### src/rtl/int_pipe_if.sv
// Signal bundle between the integer pipe and its dispatch / register-file environment.
// The pipe uses the slave view; dispatch plus register file use the master view.
interface int_pipe_if #(
    parameter int WIDTH = 16,
    parameter int SELW  = 3
);
    logic [3:0]       OP;
    logic [SELW-1:0]  ASEL;
    logic [SELW-1:0]  BSEL;
    logic [SELW-1:0]  CSEL;
    logic [SELW-1:0]  RA_SEL;
    logic [WIDTH-1:0] RA_DAT;
    logic [SELW-1:0]  RB_SEL;
    logic [WIDTH-1:0] RB_DAT;
    logic             WEN;
    logic [SELW-1:0]  WSEL;
    logic [WIDTH-1:0] WDAT;
    logic             WB_HOLD;
    logic             BUSY;
    logic             ZF;
    logic             NF;
    logic             CF;

    modport master (
        output OP, ASEL, BSEL, CSEL, RA_DAT, RB_DAT, WB_HOLD,
        input  RA_SEL, RB_SEL, WEN, WSEL, WDAT, BUSY, ZF, NF, CF
    );

    modport slave (
        input  OP, ASEL, BSEL, CSEL, RA_DAT, RB_DAT, WB_HOLD,
        output RA_SEL, RB_SEL, WEN, WSEL, WDAT, BUSY, ZF, NF, CF
    );
endinterface

### src/rtl/int_pipe.sv
// Three-stage integer pipe (ID -> EX -> WB) with EX/WB result forwarding into ID
// and a writeback port that can be held off by the register file arbiter.
module int_pipe #(
    parameter int WIDTH  = 16,
    parameter int SELW   = 3,
    parameter bit MUL_EN = 1'b1
) (
    input  logic      CLK,
    input  logic      RST,
    int_pipe_if.slave bus
);
    localparam int SHW = $clog2(WIDTH);

    localparam logic [3:0] OP_NOP = 4'd0;
    localparam logic [3:0] OP_ADD = 4'd1;
    localparam logic [3:0] OP_SUB = 4'd2;
    localparam logic [3:0] OP_AND = 4'd3;
    localparam logic [3:0] OP_OR  = 4'd4;
    localparam logic [3:0] OP_XOR = 4'd5;
    localparam logic [3:0] OP_NOT = 4'd6;
    localparam logic [3:0] OP_SHL = 4'd7;
    localparam logic [3:0] OP_SHR = 4'd8;
    localparam logic [3:0] OP_SAR = 4'd9;
    localparam logic [3:0] OP_MUL = 4'd10;
    localparam logic [3:0] OP_INC = 4'd11;
    localparam logic [3:0] OP_DEC = 4'd12;
    localparam logic [3:0] OP_MOV = 4'd13;

    // ID stage
    logic             idValid;
    logic [3:0]       idOp;
    logic [SELW-1:0]  idASel;
    logic [SELW-1:0]  idBSel;
    logic [SELW-1:0]  idCSel;

    // EX stage
    logic             exValid;
    logic [3:0]       exOp;
    logic [SELW-1:0]  exCSel;
    logic [WIDTH-1:0] exA;
    logic [WIDTH-1:0] exB;

    // WB stage
    logic             wbValid;
    logic [SELW-1:0]  wbSel;
    logic [WIDTH-1:0] wbDat;
    logic             zfReg;
    logic             nfReg;
    logic             cfReg;

    logic             stall;
    logic             opLegal;
    logic [WIDTH-1:0] fwdA;
    logic [WIDTH-1:0] fwdB;
    logic [WIDTH-1:0] aluRes;
    logic             aluCarry;

    logic [SHW-1:0]   shamt;
    logic [WIDTH:0]   addExt;
    logic [WIDTH:0]   subExt;
    logic [WIDTH:0]   incExt;
    logic [WIDTH:0]   decExt;
    logic [WIDTH:0]   shlExt;
    logic [WIDTH:0]   shrExt;
    logic [WIDTH:0]   sarExt;
    logic [WIDTH-1:0] mulLow;

    // A held writeback freezes the whole pipe; a hold with WB empty has no effect.
    assign stall    = wbValid & bus.WB_HOLD;
    assign bus.BUSY = stall;

    assign bus.RA_SEL = idASel;
    assign bus.RB_SEL = idBSel;

    always_comb begin
        opLegal = 1'b0;
        case (bus.OP)
            OP_NOP:  opLegal = 1'b0;
            OP_ADD, OP_SUB, OP_AND, OP_OR, OP_XOR, OP_NOT,
            OP_SHL, OP_SHR, OP_SAR, OP_INC, OP_DEC, OP_MOV:
                     opLegal = 1'b1;
            OP_MUL:  opLegal = MUL_EN;
            default: opLegal = 1'b0;
        endcase
    end

    // Per-operand bypass: the younger EX result beats WB, which beats the register file.
    generate
        for (genvar gi = 0; gi < 2; gi++) begin : g_fwd
            logic [SELW-1:0]  srcSel;
            logic [WIDTH-1:0] rfDat;
            logic [WIDTH-1:0] fwd;

            assign srcSel = (gi == 0) ? idASel     : idBSel;
            assign rfDat  = (gi == 0) ? bus.RA_DAT : bus.RB_DAT;

            always_comb begin
                if (exValid && (exCSel == srcSel)) begin
                    fwd = aluRes;
                end else if (wbValid && (wbSel == srcSel)) begin
                    fwd = wbDat;
                end else begin
                    fwd = rfDat;
                end
            end

            if (gi == 0) begin : g_a
                assign fwdA = fwd;
            end else begin : g_b
                assign fwdB = fwd;
            end
        end
    endgenerate

    // Extended-width forms carry the carry/borrow/shifted-out bit in the spare position.
    assign shamt  = exB[SHW-1:0];
    assign addExt = {1'b0, exA} + {1'b0, exB};
    assign subExt = {1'b0, exA} - {1'b0, exB};
    assign incExt = {1'b0, exA} + {{WIDTH{1'b0}}, 1'b1};
    assign decExt = {1'b0, exA} - {{WIDTH{1'b0}}, 1'b1};
    assign shlExt = {1'b0, exA} << shamt;
    assign shrExt = {exA, 1'b0} >> shamt;
    assign sarExt = $signed({exA, 1'b0}) >>> shamt;

    generate
        if (MUL_EN) begin : g_mul
            assign mulLow = exA * exB;
        end else begin : g_nomul
            assign mulLow = '0;
        end
    endgenerate

    always_comb begin
        aluRes   = '0;
        aluCarry = 1'b0;
        case (exOp)
            OP_ADD: begin aluRes = addExt[WIDTH-1:0]; aluCarry = addExt[WIDTH]; end
            OP_SUB: begin aluRes = subExt[WIDTH-1:0]; aluCarry = subExt[WIDTH]; end
            OP_AND: aluRes = exA & exB;
            OP_OR:  aluRes = exA | exB;
            OP_XOR: aluRes = exA ^ exB;
            OP_NOT: aluRes = ~exA;
            OP_SHL: begin aluRes = shlExt[WIDTH-1:0]; aluCarry = shlExt[WIDTH]; end
            OP_SHR: begin aluRes = shrExt[WIDTH:1];   aluCarry = shrExt[0];     end
            OP_SAR: begin aluRes = sarExt[WIDTH:1];   aluCarry = sarExt[0];     end
            OP_MUL: aluRes = mulLow;
            OP_INC: begin aluRes = incExt[WIDTH-1:0]; aluCarry = incExt[WIDTH]; end
            OP_DEC: begin aluRes = decExt[WIDTH-1:0]; aluCarry = decExt[WIDTH]; end
            OP_MOV: aluRes = exA;
            default: begin
                aluRes   = '0;
                aluCarry = 1'b0;
            end
        endcase
    end

    always_ff @(posedge CLK or posedge RST) begin
        if (RST) begin
            idValid <= 1'b0;
            idOp    <= '0;
            idASel  <= '0;
            idBSel  <= '0;
            idCSel  <= '0;
        end else if (!stall) begin
            idValid <= opLegal;
            idOp    <= bus.OP;
            idASel  <= bus.ASEL;
            idBSel  <= bus.BSEL;
            idCSel  <= bus.CSEL;
        end
    end

    always_ff @(posedge CLK or posedge RST) begin
        if (RST) begin
            exValid <= 1'b0;
            exOp    <= '0;
            exCSel  <= '0;
            exA     <= '0;
            exB     <= '0;
        end else if (!stall) begin
            exValid <= idValid;
            exOp    <= idOp;
            exCSel  <= idCSel;
            exA     <= fwdA;
            exB     <= fwdB;
        end
    end

    // Bubbles entering WB leave the last result, its index and its flags in place.
    always_ff @(posedge CLK or posedge RST) begin
        if (RST) begin
            wbValid <= 1'b0;
            wbSel   <= '0;
            wbDat   <= '0;
            zfReg   <= 1'b0;
            nfReg   <= 1'b0;
            cfReg   <= 1'b0;
        end else if (!stall) begin
            wbValid <= exValid;
            if (exValid) begin
                wbSel <= exCSel;
                wbDat <= aluRes;
                zfReg <= (aluRes == '0);
                nfReg <= aluRes[WIDTH-1];
                cfReg <= aluCarry;
            end
        end
    end

    assign bus.WEN  = wbValid;
    assign bus.WSEL = wbSel;
    assign bus.WDAT = wbDat;
    assign bus.ZF   = zfReg;
    assign bus.NF   = nfReg;
    assign bus.CF   = cfReg;
endmodule

### src/flat_wrapper.sv
// flat-port wrapper written by rule: the top's interface ports become plain ports
module int_pipe_flat 
#(
    parameter int WIDTH  = 16,
    parameter int SELW   = 3,
    parameter bit MUL_EN = 1'b1
)
  (CLK, RST, bus_OP, bus_ASEL, bus_BSEL, bus_CSEL, bus_RA_DAT, bus_RB_DAT, bus_WB_HOLD, bus_RA_SEL, bus_RB_SEL, bus_WEN, bus_WSEL, bus_WDAT, bus_BUSY, bus_ZF, bus_NF, bus_CF);
  int_pipe_if #(.WIDTH(WIDTH), .SELW(SELW)) bus_i ();
  input  logic CLK;
  input  logic RST;
  input wire logic [$bits(bus_i.OP)-1:0] bus_OP;
  input wire logic [$bits(bus_i.ASEL)-1:0] bus_ASEL;
  input wire logic [$bits(bus_i.BSEL)-1:0] bus_BSEL;
  input wire logic [$bits(bus_i.CSEL)-1:0] bus_CSEL;
  input wire logic [$bits(bus_i.RA_DAT)-1:0] bus_RA_DAT;
  input wire logic [$bits(bus_i.RB_DAT)-1:0] bus_RB_DAT;
  input wire logic [$bits(bus_i.WB_HOLD)-1:0] bus_WB_HOLD;
  output wire logic [$bits(bus_i.RA_SEL)-1:0] bus_RA_SEL;
  output wire logic [$bits(bus_i.RB_SEL)-1:0] bus_RB_SEL;
  output wire logic [$bits(bus_i.WEN)-1:0] bus_WEN;
  output wire logic [$bits(bus_i.WSEL)-1:0] bus_WSEL;
  output wire logic [$bits(bus_i.WDAT)-1:0] bus_WDAT;
  output wire logic [$bits(bus_i.BUSY)-1:0] bus_BUSY;
  output wire logic [$bits(bus_i.ZF)-1:0] bus_ZF;
  output wire logic [$bits(bus_i.NF)-1:0] bus_NF;
  output wire logic [$bits(bus_i.CF)-1:0] bus_CF;
  assign bus_i.OP = bus_OP;
  assign bus_i.ASEL = bus_ASEL;
  assign bus_i.BSEL = bus_BSEL;
  assign bus_i.CSEL = bus_CSEL;
  assign bus_i.RA_DAT = bus_RA_DAT;
  assign bus_i.RB_DAT = bus_RB_DAT;
  assign bus_i.WB_HOLD = bus_WB_HOLD;
  assign bus_RA_SEL = bus_i.RA_SEL;
  assign bus_RB_SEL = bus_i.RB_SEL;
  assign bus_WEN = bus_i.WEN;
  assign bus_WSEL = bus_i.WSEL;
  assign bus_WDAT = bus_i.WDAT;
  assign bus_BUSY = bus_i.BUSY;
  assign bus_ZF = bus_i.ZF;
  assign bus_NF = bus_i.NF;
  assign bus_CF = bus_i.CF;
  int_pipe #(.WIDTH(WIDTH), .SELW(SELW), .MUL_EN(MUL_EN)) u_core (.CLK(CLK), .RST(RST), .bus(bus_i));
endmodule
### config.mk
export PLATFORM = sky130hd
export DESIGN_NAME = int_pipe_flat
export DESIGN_NICKNAME = d
export VERILOG_FILES = /design/src/rtl/int_pipe_if.sv /design/src/rtl/int_pipe.sv /design/src/flat_wrapper.sv
export SDC_FILE = /design/constraint.sdc
export NUM_CORES = 1
export LEC_CHECK = 0
export CELL_PAD_IN_SITES_DETAIL_PLACEMENT = 1
export CELL_PAD_IN_SITES_GLOBAL_PLACEMENT = 2
export CORE_MARGIN = 1
export CORE_UTILIZATION = 41
export CTS_CLUSTER_SIZE = 16
export DETAILED_ROUTE_END_ITERATION = 10
export PLACE_DENSITY = 0.95
export SLEW_MARGIN = 0
export SYNTH_ARGS = -nofsm -noshare
export SYNTH_HDL_FRONTEND = slang
export SYNTH_SLANG_ARGS = --single-unit
### constraint.sdc
create_clock -name CLK -period 13.85 [get_ports CLK]
set_input_delay 4.155 -clock CLK [delete_from_list [all_inputs] [get_ports CLK]]
set_output_delay 4.155 -clock CLK [all_outputs]
set_load 0.05 [all_outputs]
==> run notes, run 1 <==
### Layout
- **logic gate fraction of the total cell area** 0.692
- **flop count** 76
- **top logic cells by instance count in the layout** 238 x nand2_1, 147 x inv_1, 124 x nor2_1
- **largest cell class by area** combinational gates
- **buffering overhead** 0.0748
- **NumNets Final** 1848
- **number of multi-input logic gates** 1252
- **invs w/o clock** 162
- **antenna fix cells** 0

### Logic synthesis
- **total of flip-flops plus latches after synthesis** 76
- **area share of the largest cell type after synthesis** 0.147
- **net count after synthesis** 1842
- **summed instance area of the synthesized netlist** 0.0129 mm²
- **area share of fa/ha/maj cells after synthesis** 0.225
- **average footprint of a synthesized cell** 8.01 µm²
- **list of most frequent post-synthesis cells** 239 x nand2_1, 148 x inv_1, 124 x nor2_1, 102 x ha_1, 81 x fa_1
- **Post-synth seq share** 0.147
- **number of cells produced by synthesis** 1611
- **Post-synth top flop** dfrtp_1
- **cell count listed in synth_stat.txt** 1611
- **biggest combinational cell group after synthesis** adder cells
- **Yosys cell types** 97
- **top area cells in the synthesized netlist** dfrtp_1 15%, fa_1 13%, ha_1 9.9%

### Routing
- **number of DRC markers in iteration 0** 1197
- **number of iterations in the first detailed-routing pass** 5
- **amount of wire on met2 after detailed routing** 24000 µm
- **routed length on met3** 5090 µm
- **remaining number of nets flagged by the antenna check after routing** 0
- **ratio of routed vias to standard cells** 6.44

### Place
- **Final HPWL DP** 39900 µm
- **Post-DP Area** 0.0139 mm²
- **number of buffer cells added on primary ports** 77
- **GP Congestion** 0.996

### Critical path
- **endpoint required time on the critical path** 9.69 ns
- **maximum single-stage delay on the critical path** 0.74 ns
- **Crit. End Element** primary output
- **most numerous cell on the critical path** clkdlybuf4s50_1
- **worst reg2reg path endpoint** u_core.exB[14]$_DFFE_PP0N_
- **critical path cell sequence** clkdlybuf4s50_1 > nand2_2 > buf_4 > clkinv_1 > clkdlybuf4s50_1
- **startpoint kind of the worst setup timing path** primary input
- **slack of the worst reg-to-reg path** 6.15 ns
- **critical path launch point** bus_WB_HOLD
- **depth of the worst register-to-register path** 21

### Status
- **outcome** complete, no violations

### GRT
- **total overflow reported by the global router** 0
- **number of antenna violations at the first check in global routing** 1
- **vias in the first global route** 13562

### CTS
- **TritonCTS clock tree** yes
- **cell resize tally after clock tree synthesis** 0
- **Sinks on Clock Net** 76
- **library cell used as clock root buffer** clkbuf_16
- **clock-pin slew of the registers on the worst-case setup and hold paths** 0.07 ns
- **total CTS buffers** 9
- **hold buffers post-CTS** 0
- **clk ins delay skew pair** 0.34 ns

### Final timing
- **clock skew after layout** 0.00959 ns
- **final number of hold-violating endpoints** 0
- **Worst Max-Slew Pin Slew** 1.19 ns
- **Fin Hold WS** 0.468 ns
- **worst slew margin relative to its limit** 0.208
- **min Tclk post-route** 10.22 ns
- **RSZ-0062 raised after global routing** no
- **final setup violation count** 0

### Die
- **die extent in y** 179 µm
- **die extent in x** 179 µm

### Hold path
- **hold wc startpoint** u_core.idOp[3]$_DFFE_PP0N_
- **hold-critical path endpoint** u_core.idOp[3]$_DFFE_PP0N_

### Flow run
- **maximum capacitance violations** 0

run 1: layer usage:
metal	vias up	GRT usage
met2	714	0.541
met1	6497	0.459
li1	5645	-
met5	-	0
met3	141	0.0629
met4	0	0.164
run 1: registers in the layout (all words and copies together) (netlist names):
name	flops
u_core.bus.RB_SEL	3
u_core.exOp	4
u_core.idValid	1
u_core.idCSel	3
u_core.bus.WEN	1
u_core.bus.ZF	1
u_core.exB	16
u_core.exA	16
u_core.bus.WSEL	3
u_core.exValid	1
u_core.bus.NF	1
u_core.exCSel	3
u_core.idOp	4
u_core.bus.RA_SEL	3
u_core.bus.WDAT	15
u_core.bus.CF	1
run 1: critical path, delay by kind of cell:
family | cells | cell delay [ns]
buf+inv | 4 | 1.82
simple gates | 1 | 0.07
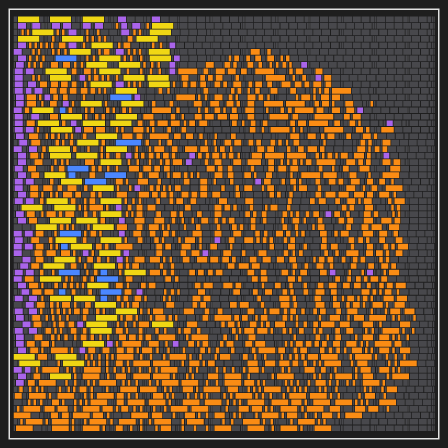
Run 1: placement by cell class
Fill, decap, tap and diode cells in gray.
- purple: remaining buffers and delay cells (cells 116; share of their area 7.8%)
- blue: clock drivers and dummy loads (cells 16; share of their area 2.2%)
- orange: combinational and other logic (cells 1414; share of their area 76%)
- yellow: sequential cells (cells 76; share of their area 14%)
core occupancy in the finished layout: 0.462
Placement Rows: 64
post-route cell area: 0.0142 mm²

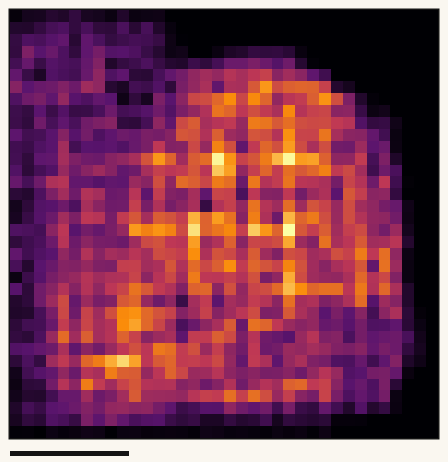
Run 1: routed metal per tile
Bar = 50 µm. 36 x 36 tiles, from black (low) to pale yellow (high), scaled to the fullest tile. Values are wire area over tile area, all layers added.
- emptiest ninth of the die: north-east
- fullest tile: 0.90
- tiles over half the peak: 22%
average routed wire per standard cell: 26.6 µm
total routed wirelength: 53600 µm
vias after detailed routing: 12997
global routing usage summed across all routing layers: 0.345

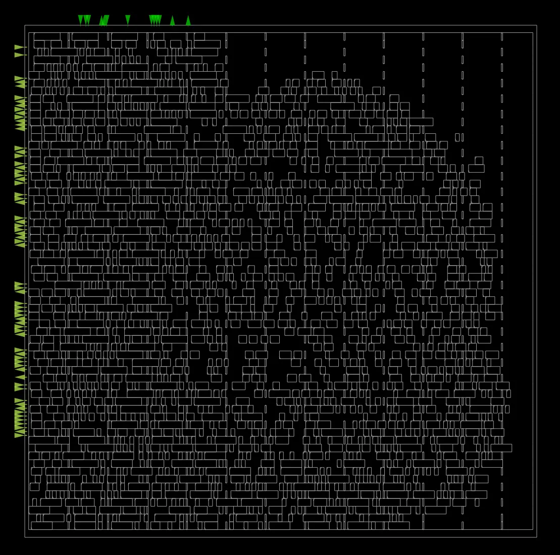
Run 1: cell placement
sequential portion of the cell area: 0.134
filler instances: 3755
area of the core: 0.0307 mm²
Layout Cells excl Fill: 2018

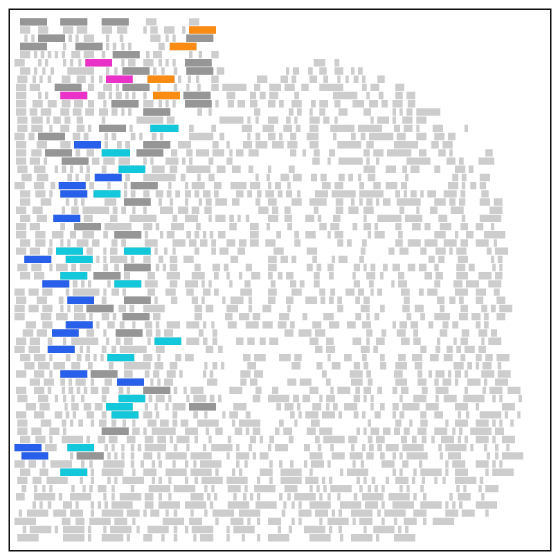
Run 1: where the registers sit
Other sequential cells in the stronger gray, the rest of the logic in the fainter gray.
- orange: u_core.idOp (placed flops 4)
- magenta: u_core.exCSel (placed flops 3)
- blue: u_core.bus.WDAT (placed flops 15)
- cyan: u_core.exB (placed flops 16)
- not colored: 38
sequential cell area: 0.00190 mm²

--- run 2 (diff from run 1) ---
CORE_UTILIZATION = 38   (was 41)
PLACE_DENSITY = 0.93   (was 0.95)
clock period = 10.5 ns   (was 13.85 ns; I/O delays follow)
==> run 2 against run 1 <==
  * Hold slack worse by 0.00061 ns
  * Count of clock-buffer cells in the layout stayed put
  * Register-to-register slack lost 2.7 ns
  * Core utilization fell by 3.4 points
  * Setup slack lost 0.85 ns
  * Die area increased by 7.8%
  * Via count decreased by 0.62%
  * Global-route usage shrank 1.9 points
  * Critical path type unchanged
  * Critical endpoint unchanged
  * Largest cell class unchanged
==> run notes, run 2 <==
### Die
- **die extent in y** 186 µm
- **die extent in x** 186 µm

### Final timing
- **final setup violation count** 0
- **clock skew after layout** 0.00835 ns
- **Fin Hold WS** 0.467 ns
- **Worst Max-Slew Pin Slew** 1.26 ns
- **RSZ-0062 raised after global routing** no
- **final number of hold-violating endpoints** 0

### Logic synthesis
- **summed instance area of the synthesized netlist** 0.0129 mm²
- **Post-synth top flop** dfrtp_1
- **Yosys cell types** 97
- **area share of the largest cell type after synthesis** 0.147
- **list of most frequent post-synthesis cells** 239 x nand2_1, 148 x inv_1, 124 x nor2_1, 102 x ha_1, 81 x fa_1
- **average footprint of a synthesized cell** 8.01 µm²
- **area share of fa/ha/maj cells after synthesis** 0.225
- **net count after synthesis** 1842
- **number of cells produced by synthesis** 1611
- **biggest combinational cell group after synthesis** adder cells

### Critical path
- **most numerous cell on the critical path** clkdlybuf4s50_1
- **crit-path leading delay family** buffers and inverters
- **depth of the worst register-to-register path** 21
- **Crit. End Element** primary output
- **worst reg2reg path endpoint** u_core.exA[14]$_DFFE_PP0N_
- **maximum single-stage delay on the critical path** 0.80 ns
- **critical path cell sequence** clkdlybuf4s50_1 > nand2_2 > clkinv_1 > clkdlybuf4s50_1
- **number of cells on the critical path** 4
- **critical path launch point** bus_WB_HOLD
- **slack of the worst reg-to-reg path** 3.44 ns

### Place
- **number of buffer cells added on primary ports** 77
- **Final HPWL DP** 40500 µm
- **GP Congestion** 0.983

### CTS
- **hold buffers post-CTS** 0
- **total CTS buffers** 9
- **clk ins delay skew pair** 0.35 ns
- **clock-pin slew of the registers on the worst-case setup and hold paths** 0.07 ns

### GRT
- **total overflow reported by the global router** 0
- **vias in the first global route** 13518
- **number of antenna violations at the first check in global routing** 0
- **global routing usage summed across all routing layers** 0.326

### Layout
- **core occupancy in the finished layout** 0.428
- **filler instances** 3992
- **sequential cell area** 0.00190 mm²
- **top logic cells by instance count in the layout** 238 x nand2_1, 147 x inv_1, 124 x nor2_1
- **antenna fix cells** 0
- **NumNets Final** 1851

### Hold path
- **hold wc startpoint** u_core.idOp[3]$_DFFE_PP0N_

### Routing
- **average routed wire per standard cell** 26.4 µm
- **ratio of routed vias to standard cells** 6.23
- **number of DRC markers in iteration 0** 1183
- **remaining number of nets flagged by the antenna check after routing** 0
- **total routed wirelength** 54700 µm

### Status
- **outcome** complete, no violations

-- run 2: cell count changes in the layout (fill, tap and decap cells not counted) --
cell	previous run	this run
clkinv_4	1	0
clkinv_2	1	2
inv_6	4	2
clkinvlp_4	1	2
buf_4	39	42
bufinv_16	1	2
-- run 2: layout make-up --
type / count / share of cell area
Tap cell: 448 / 0.0392
Timing Repair Buffer: 119 / 0.0759
Multi-Input combinational cell: 1252 / 0.687
Clock inverter: 7 / 0.00682
Sequential cell: 76 / 0.133
Inverter: 162 / 0.0426
Clock buffer: 9 / 0.0157
-- run 2: per-layer routing --
layer / global-route usage / up-vias / wire length (µm)
met3: 0.0643 / 114 / 5140
met1: 0.435 / 6500 / 22900
li1: - / 5656 / -
met2: 0.514 / 647 / 24600
met4: 0.136 / 0 / 2100
met5: 0 / - / 0
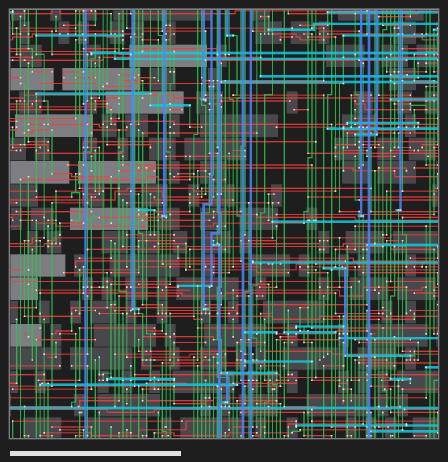
Run 2: a small window of the routed layout
Bar = 20 µm. Window x 22 to 72, y 22 to 72 µm. Cells in gray, sequential cells in the stronger gray; small squares are vias.
- cyan: metal 3
- green: metal 2
- blue: metal 4
- red: metal 1
- sequential cells in the window: 9
- most frequent: nand2_1 (47), fa_1 (16), inv_1 (13)
- cells with their middle in the window: 149
- netlist names of flops here include: u_core.exB (5), u_core.bus.WDAT (2), u_core.exA (2)

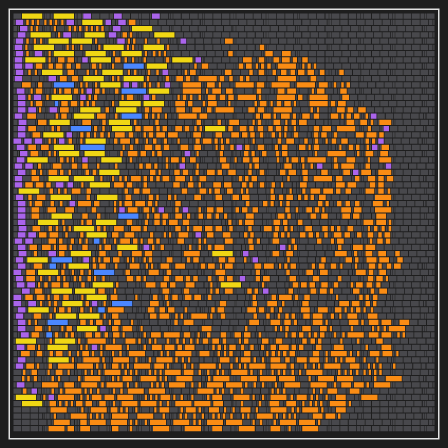
Run 2: placement by cell class
Fill, decap, tap and diode cells in gray.
- orange: combinational and other logic (cells 1414; share of their area 76%)
- blue: clock drivers and dummy loads (cells 16; share of their area 2.3%)
- purple: remaining buffers and delay cells (cells 119; share of their area 7.9%)
- yellow: sequential cells (cells 76; share of their area 14%)
area of the core: 0.0334 mm²
sequential portion of the cell area: 0.133
Placement Rows: 67
post-route cell area: 0.0143 mm²

